--- src/rtl/ion_sensor_arbiter_pkg.sv ---
// Shared constants and FSM encoding for the ion sensor arbiter.
package ion_sensor_arbiter_pkg;

  localparam int unsigned NUM_STREAMS  = 8;
  localparam int unsigned STREAM_IDX_W = 3;
  localparam int unsigned TIMEOUT_W    = 16;

  localparam logic [TIMEOUT_W-1:0] TIMEOUT_DEFAULT = 16'd5000;

  typedef enum logic [1:0] {
    ST_IDLE    = 2'd0,
    ST_ISSUE   = 2'd1,
    ST_WAIT    = 2'd2,
    ST_RELEASE = 2'd3
  } isa_state_e;

endpackage

--- src/rtl/ion_sensor_arbiter_if.sv ---
// Request/grant and sensor handshake bundle between the sample streams and the arbiter.
interface ion_sensor_arbiter_if;
  import ion_sensor_arbiter_pkg::*;

  logic [NUM_STREAMS-1:0]  i_s_request;
  logic [NUM_STREAMS-1:0]  stream_active;
  logic                    sensor_ready;
  logic                    sensor_done;
  logic                    sensor_start;
  logic [STREAM_IDX_W-1:0] sensor_sel;
  logic [NUM_STREAMS-1:0]  grant;
  logic [NUM_STREAMS-1:0]  pending;
  logic [NUM_STREAMS-1:0]  overrun;
  logic                    timeout_err;

  modport slave (
    input  i_s_request, stream_active, sensor_ready, sensor_done,
    output sensor_start, sensor_sel, grant, pending, overrun, timeout_err
  );

  modport master (
    output i_s_request, stream_active, sensor_ready, sensor_done,
    input  sensor_start, sensor_sel, grant, pending, overrun, timeout_err
  );

endinterface

--- src/rtl/ion_sensor_arbiter_rr_priority_picker.sv ---
// Combinational round-robin picker: first set request searching upward from last+1 (mod 8).
module rr_priority_picker
  import ion_sensor_arbiter_pkg::*;
(
  input  logic [NUM_STREAMS-1:0]  req,
  input  logic [STREAM_IDX_W-1:0] last,
  output logic [NUM_STREAMS-1:0]  onehot,
  output logic [STREAM_IDX_W-1:0] idx,
  output logic                    valid
);

  logic [STREAM_IDX_W-1:0] cand;

  // Offset 8 wraps to 'last' itself, so the previous winner is considered last.
  always_comb begin
    onehot = '0;
    idx    = '0;
    valid  = 1'b0;
    cand   = '0;
    for (int unsigned i = 1; i <= NUM_STREAMS; i++) begin
      cand = last + STREAM_IDX_W'(i);
      if (!valid && req[cand]) begin
        valid        = 1'b1;
        idx          = cand;
        onehot[cand] = 1'b1;
      end
    end
  end

endmodule

--- src/rtl/ion_sensor_arbiter.sv ---
// Round-robin arbiter sharing one ion sensor among eight sample streams.
// Optional WAIT timeout is enabled by defining ISA_TIMEOUT_EN.
module ion_sensor_arbiter
  import ion_sensor_arbiter_pkg::*;
#(
  parameter logic [TIMEOUT_W-1:0] TIMEOUT = TIMEOUT_DEFAULT
) (
  input logic                 clock,
  input logic                 resetn,
  ion_sensor_arbiter_if.slave bus
);

  isa_state_e              state_q, state_d;
  logic [NUM_STREAMS-1:0]  grant_q, grant_d;
  logic [NUM_STREAMS-1:0]  pending_q, pending_d;
  logic [NUM_STREAMS-1:0]  overrun_q, overrun_d;
  logic [STREAM_IDX_W-1:0] sel_q, sel_d;
  logic [STREAM_IDX_W-1:0] last_q, last_d;
  logic                    start_q, start_d;
  logic                    load;

  logic [NUM_STREAMS-1:0]  eligible;
  logic [NUM_STREAMS-1:0]  pick_grant;
  logic [STREAM_IDX_W-1:0] pick_idx;
  logic                    pick_valid;

`ifdef ISA_TIMEOUT_EN
  // A zero TIMEOUT behaves as one cycle.
  localparam logic [TIMEOUT_W-1:0] TMO_LIMIT =
    (TIMEOUT == '0) ? '0 : TIMEOUT - TIMEOUT_W'(1);

  logic [TIMEOUT_W-1:0] cnt_q, cnt_d;
  logic                 tmo_err_q, tmo_err_d;
`else
  logic unused_timeout;
  assign unused_timeout = ^TIMEOUT;
`endif

  // Flushed streams are masked so a stale pending bit is never granted.
  assign eligible = pending_q & bus.stream_active;

  rr_priority_picker u_picker (
    .req    (eligible),
    .last   (last_q),
    .onehot (pick_grant),
    .idx    (pick_idx),
    .valid  (pick_valid)
  );

  // Next state and registered-output values.
  always_comb begin
    state_d = state_q;
    grant_d = grant_q;
    sel_d   = sel_q;
    last_d  = last_q;
    start_d = 1'b0;
    load    = 1'b0;
`ifdef ISA_TIMEOUT_EN
    cnt_d     = cnt_q;
    tmo_err_d = 1'b0;
`endif
    unique case (state_q)
      ST_IDLE: begin
        if (pick_valid && bus.sensor_ready) begin
          state_d = ST_ISSUE;
          grant_d = pick_grant;
          sel_d   = pick_idx;
          start_d = 1'b1;
          load    = 1'b1;
`ifdef ISA_TIMEOUT_EN
          cnt_d   = '0;
`endif
        end
      end
      ST_ISSUE: begin
        state_d = ST_WAIT;
`ifdef ISA_TIMEOUT_EN
        if (cnt_q == TMO_LIMIT) tmo_err_d = 1'b1;
        else                    cnt_d     = cnt_q + TIMEOUT_W'(1);
`endif
      end
      ST_WAIT: begin
`ifdef ISA_TIMEOUT_EN
        // The error pulse is registered one cycle ahead so that done in the
        // deciding cycle still suppresses it; WAIT then exits on the pulse.
        if (bus.sensor_done || tmo_err_q) state_d   = ST_RELEASE;
        else if (cnt_q == TMO_LIMIT)      tmo_err_d = 1'b1;
        else                              cnt_d     = cnt_q + TIMEOUT_W'(1);
`else
        if (bus.sensor_done) state_d = ST_RELEASE;
`endif
      end
      ST_RELEASE: begin
        state_d = ST_IDLE;
        last_d  = sel_q;
        grant_d = '0;
      end
      default: state_d = ST_IDLE;
    endcase
  end

  // Per-stream pending/overrun update; flush dominates, then overrun, then grant.
  always_comb begin
    pending_d = pending_q;
    overrun_d = overrun_q;
    for (int unsigned k = 0; k < NUM_STREAMS; k++) begin
      if (!bus.stream_active[k]) begin
        pending_d[k] = 1'b0;
        overrun_d[k] = 1'b0;
      end else if (bus.i_s_request[k]) begin
        if (pending_q[k]) overrun_d[k] = 1'b1;
        pending_d[k] = 1'b1;
      end else if (load && pick_grant[k]) begin
        pending_d[k] = 1'b0;
      end
    end
  end

  always_ff @(posedge clock or negedge resetn) begin
    if (!resetn) state_q <= ST_IDLE;
    else         state_q <= state_d;
  end

  always_ff @(posedge clock or negedge resetn) begin
    if (!resetn) begin
      grant_q   <= '0;
      pending_q <= '0;
      overrun_q <= '0;
      sel_q     <= '0;
      last_q    <= STREAM_IDX_W'(NUM_STREAMS - 1);
      start_q   <= 1'b0;
    end else begin
      grant_q   <= grant_d;
      pending_q <= pending_d;
      overrun_q <= overrun_d;
      sel_q     <= sel_d;
      last_q    <= last_d;
      start_q   <= start_d;
    end
  end

`ifdef ISA_TIMEOUT_EN
  always_ff @(posedge clock or negedge resetn) begin
    if (!resetn) begin
      cnt_q     <= '0;
      tmo_err_q <= 1'b0;
    end else begin
      cnt_q     <= cnt_d;
      tmo_err_q <= tmo_err_d;
    end
  end

  assign bus.timeout_err = tmo_err_q;
`else
  assign bus.timeout_err = 1'b0;
`endif

  assign bus.sensor_start = start_q;
  assign bus.sensor_sel   = sel_q;
  assign bus.grant        = grant_q;
  assign bus.pending      = pending_q;
  assign bus.overrun      = overrun_q;

endmodule

--- src/flat_wrapper.sv ---
// flat-port wrapper written by rule: the top's interface ports become plain ports
module ion_sensor_arbiter_flat import ion_sensor_arbiter_pkg::*;
#(
  parameter logic [TIMEOUT_W-1:0] TIMEOUT = TIMEOUT_DEFAULT
)
  (clock, resetn, bus_i_s_request, bus_stream_active, bus_sensor_ready, bus_sensor_done, bus_sensor_start, bus_sensor_sel, bus_grant, bus_pending, bus_overrun, bus_timeout_err);
  ion_sensor_arbiter_if bus_i ();
  input logic clock;
  input logic resetn;
  input wire logic [$bits(bus_i.i_s_request)-1:0] bus_i_s_request;
  input wire logic [$bits(bus_i.stream_active)-1:0] bus_stream_active;
  input wire logic [$bits(bus_i.sensor_ready)-1:0] bus_sensor_ready;
  input wire logic [$bits(bus_i.sensor_done)-1:0] bus_sensor_done;
  output wire logic [$bits(bus_i.sensor_start)-1:0] bus_sensor_start;
  output wire logic [$bits(bus_i.sensor_sel)-1:0] bus_sensor_sel;
  output wire logic [$bits(bus_i.grant)-1:0] bus_grant;
  output wire logic [$bits(bus_i.pending)-1:0] bus_pending;
  output wire logic [$bits(bus_i.overrun)-1:0] bus_overrun;
  output wire logic [$bits(bus_i.timeout_err)-1:0] bus_timeout_err;
  assign bus_i.i_s_request = bus_i_s_request;
  assign bus_i.stream_active = bus_stream_active;
  assign bus_i.sensor_ready = bus_sensor_ready;
  assign bus_i.sensor_done = bus_sensor_done;
  assign bus_sensor_start = bus_i.sensor_start;
  assign bus_sensor_sel = bus_i.sensor_sel;
  assign bus_grant = bus_i.grant;
  assign bus_pending = bus_i.pending;
  assign bus_overrun = bus_i.overrun;
  assign bus_timeout_err = bus_i.timeout_err;
  ion_sensor_arbiter #(.TIMEOUT(TIMEOUT)) u_core (.clock(clock), .resetn(resetn), .bus(bus_i));
endmodule
--- config.mk ---
export PLATFORM = sky130hd
export DESIGN_NAME = ion_sensor_arbiter_flat
export DESIGN_NICKNAME = d
export VERILOG_FILES = /design/src/rtl/ion_sensor_arbiter_pkg.sv /design/src/rtl/ion_sensor_arbiter_if.sv /design/src/rtl/ion_sensor_arbiter_rr_priority_picker.sv /design/src/rtl/ion_sensor_arbiter.sv /design/src/flat_wrapper.sv
export SDC_FILE = /design/constraint.sdc
export NUM_CORES = 1
export LEC_CHECK = 0
export CORE_UTILIZATION = 42
export DETAILED_ROUTE_END_ITERATION = 12
export GPL_TIMING_DRIVEN = 0
export PLACE_DENSITY = 0.76
export SLEW_MARGIN = 15
export SYNTH_ARGS = -nofsm -noshare
export SYNTH_HDL_FRONTEND = slang
export SYNTH_SLANG_ARGS = --single-unit
--- constraint.sdc ---
create_clock -name clock -period 6.4 [get_ports clock]
set_input_delay 1.28 -clock clock [delete_from_list [all_inputs] [get_ports clock]]
set_output_delay 1.28 -clock clock [all_outputs]
set_load 0.01 [all_outputs]
closeup.png
Region (52, 9) to (77, 34) microns. Cells in gray, sequential cells in the stronger gray; small squares are vias.
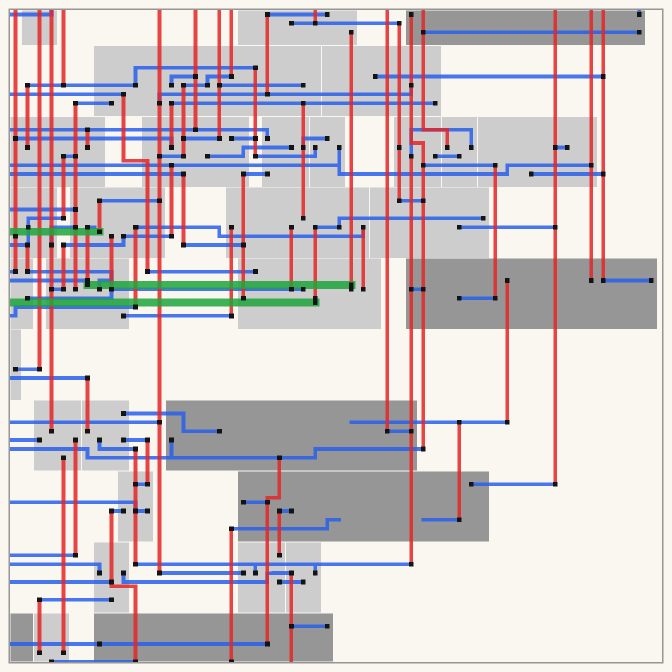
Key: M3 = green; M2 = red; M1 = blue
25 logic cells have their middle in the window. Netlist names of flops here include `u_core.last_q` (3), `u_core.bus.sensor_sel` (1). Most frequent: nand2_1 (6), o21ai_0 (4). Sequential cells in the window: 4.

layers.png
Two of the layers only.
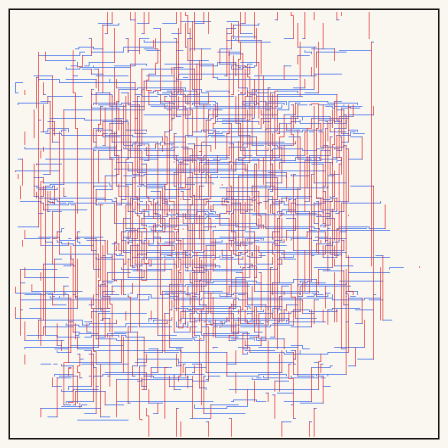
Key: M2 = red [wire length 4150 microns]; M1 = blue [wire length 3990 microns]

m4.png
Cells faint in the background.
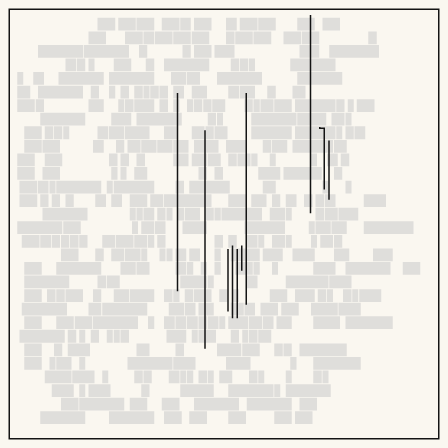
10 nets have wire on it. The wires run mostly vertical. The layer holds 2.6% of the routed length. The longest straight run is 43.5 microns.

floorplan.png
Bar = 20 microns. Pins as bars on the die edge. Tap cells in gray.
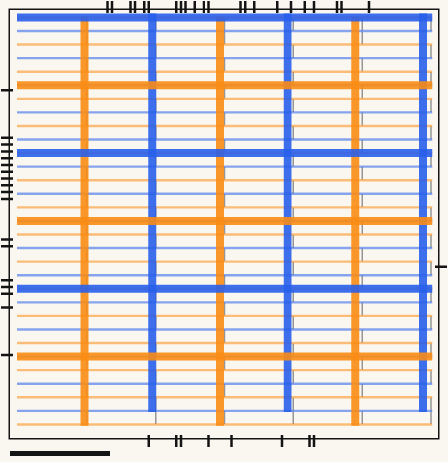
Key: VSS = orange; VDD = blue
The core has 30 rows. 6 straps on met5.
Die H: 85.8 microns
floorplan core area: 6790 sq um

==> run notes <==
CTS
- **maximum buffer depth of the clock tree** 2
- **number of clock sinks seen by CTS** 33
- **hold buffer count at CTS** 0
- **post-CTS clock slew at the launch and capture registers of the worst setup and hold paths** 70 ps
- **# resized after CTS** 0

STA
- **Least-Margin Pin Slew** 652 ps
- **post-layout period usage** 77.8%
- **Hold WS** 515 ps
- **final worst clock skew** 9.02 ps
- **final count of negative-setup-slack endpoints** 0
- **Slew Viols, Final** 0

Worst hold path
- **class of the tightest hold or removal check** reg2reg
- **depth of the worst hold-timing path** 2

Final layout
- **comb_multi_in** 267
- **Antenna Diode Count** 0
- **most frequent standard cell in the layout excluding fill and tap cells** sky130_fd_sc_hd__clkdlybuf4s50_1
- **nonclk buf count** 66

Logic synthesis
- **total nets after synthesis** 357
- **largest family of logic cells by area** AND-OR/OR-AND gates
- **xor/xnor share of the synthesized area** 2.08%
- **flops out of synthesis** 33
- **top cells by count** 30 x sky130_fd_sc_hd__dfrtp_1, 30 x sky130_fd_sc_hd__nand2_1, 27 x sky130_fd_sc_hd__a21oi_1, 27 x sky130_fd_sc_hd__o21ai_0, 21 x sky130_fd_sc_hd__nor2_1
- **Yosys warning count** 0
- **share of synthesized cell area in and-or and or-and compound cells** 29.0%
- **Top-area cell share** 25.4%
- **cell type with the highest aggregate area in the netlist** sky130_fd_sc_hd__dfrtp_1
- **mean instance size in the synthesized netlist** 9.02 sq um

Worst setup path
- **CP Max Fanout** 10
- **endpoint of the worst register-to-register path** u_core.bus.pending[7]
- **endpoint kind of the worst setup timing path** register
- **kind of critical path** reg2reg
- **max incr delay on CP** 560 ps
- **cell type group with the largest total delay on the critical path** buffers and inverters

Place
- **Cell Count Post-Placement** 471

Status
- **run status** completed

Floorplan
- **count of boundary I/O pins** 49

GRT
- **global routing usage on met2** 39.5%
- **antenna violations before repair** 0
- **Total Routing Usage GR** 25.3%
- **GR Util met1** 36.5%
- **total global routing overflow** 0

Flow run
- **maxcap violations** 0

Power and ir drop
- **group drawing the most power** combinational cells
- **reported leakage power** 1.43 nW

Routing
- **router iterations before antenna repair** 5
- **routed vias/inst** 6.32
- **Highest Signal Layer** met4

Power is estimated from default activity; no workload was simulated.
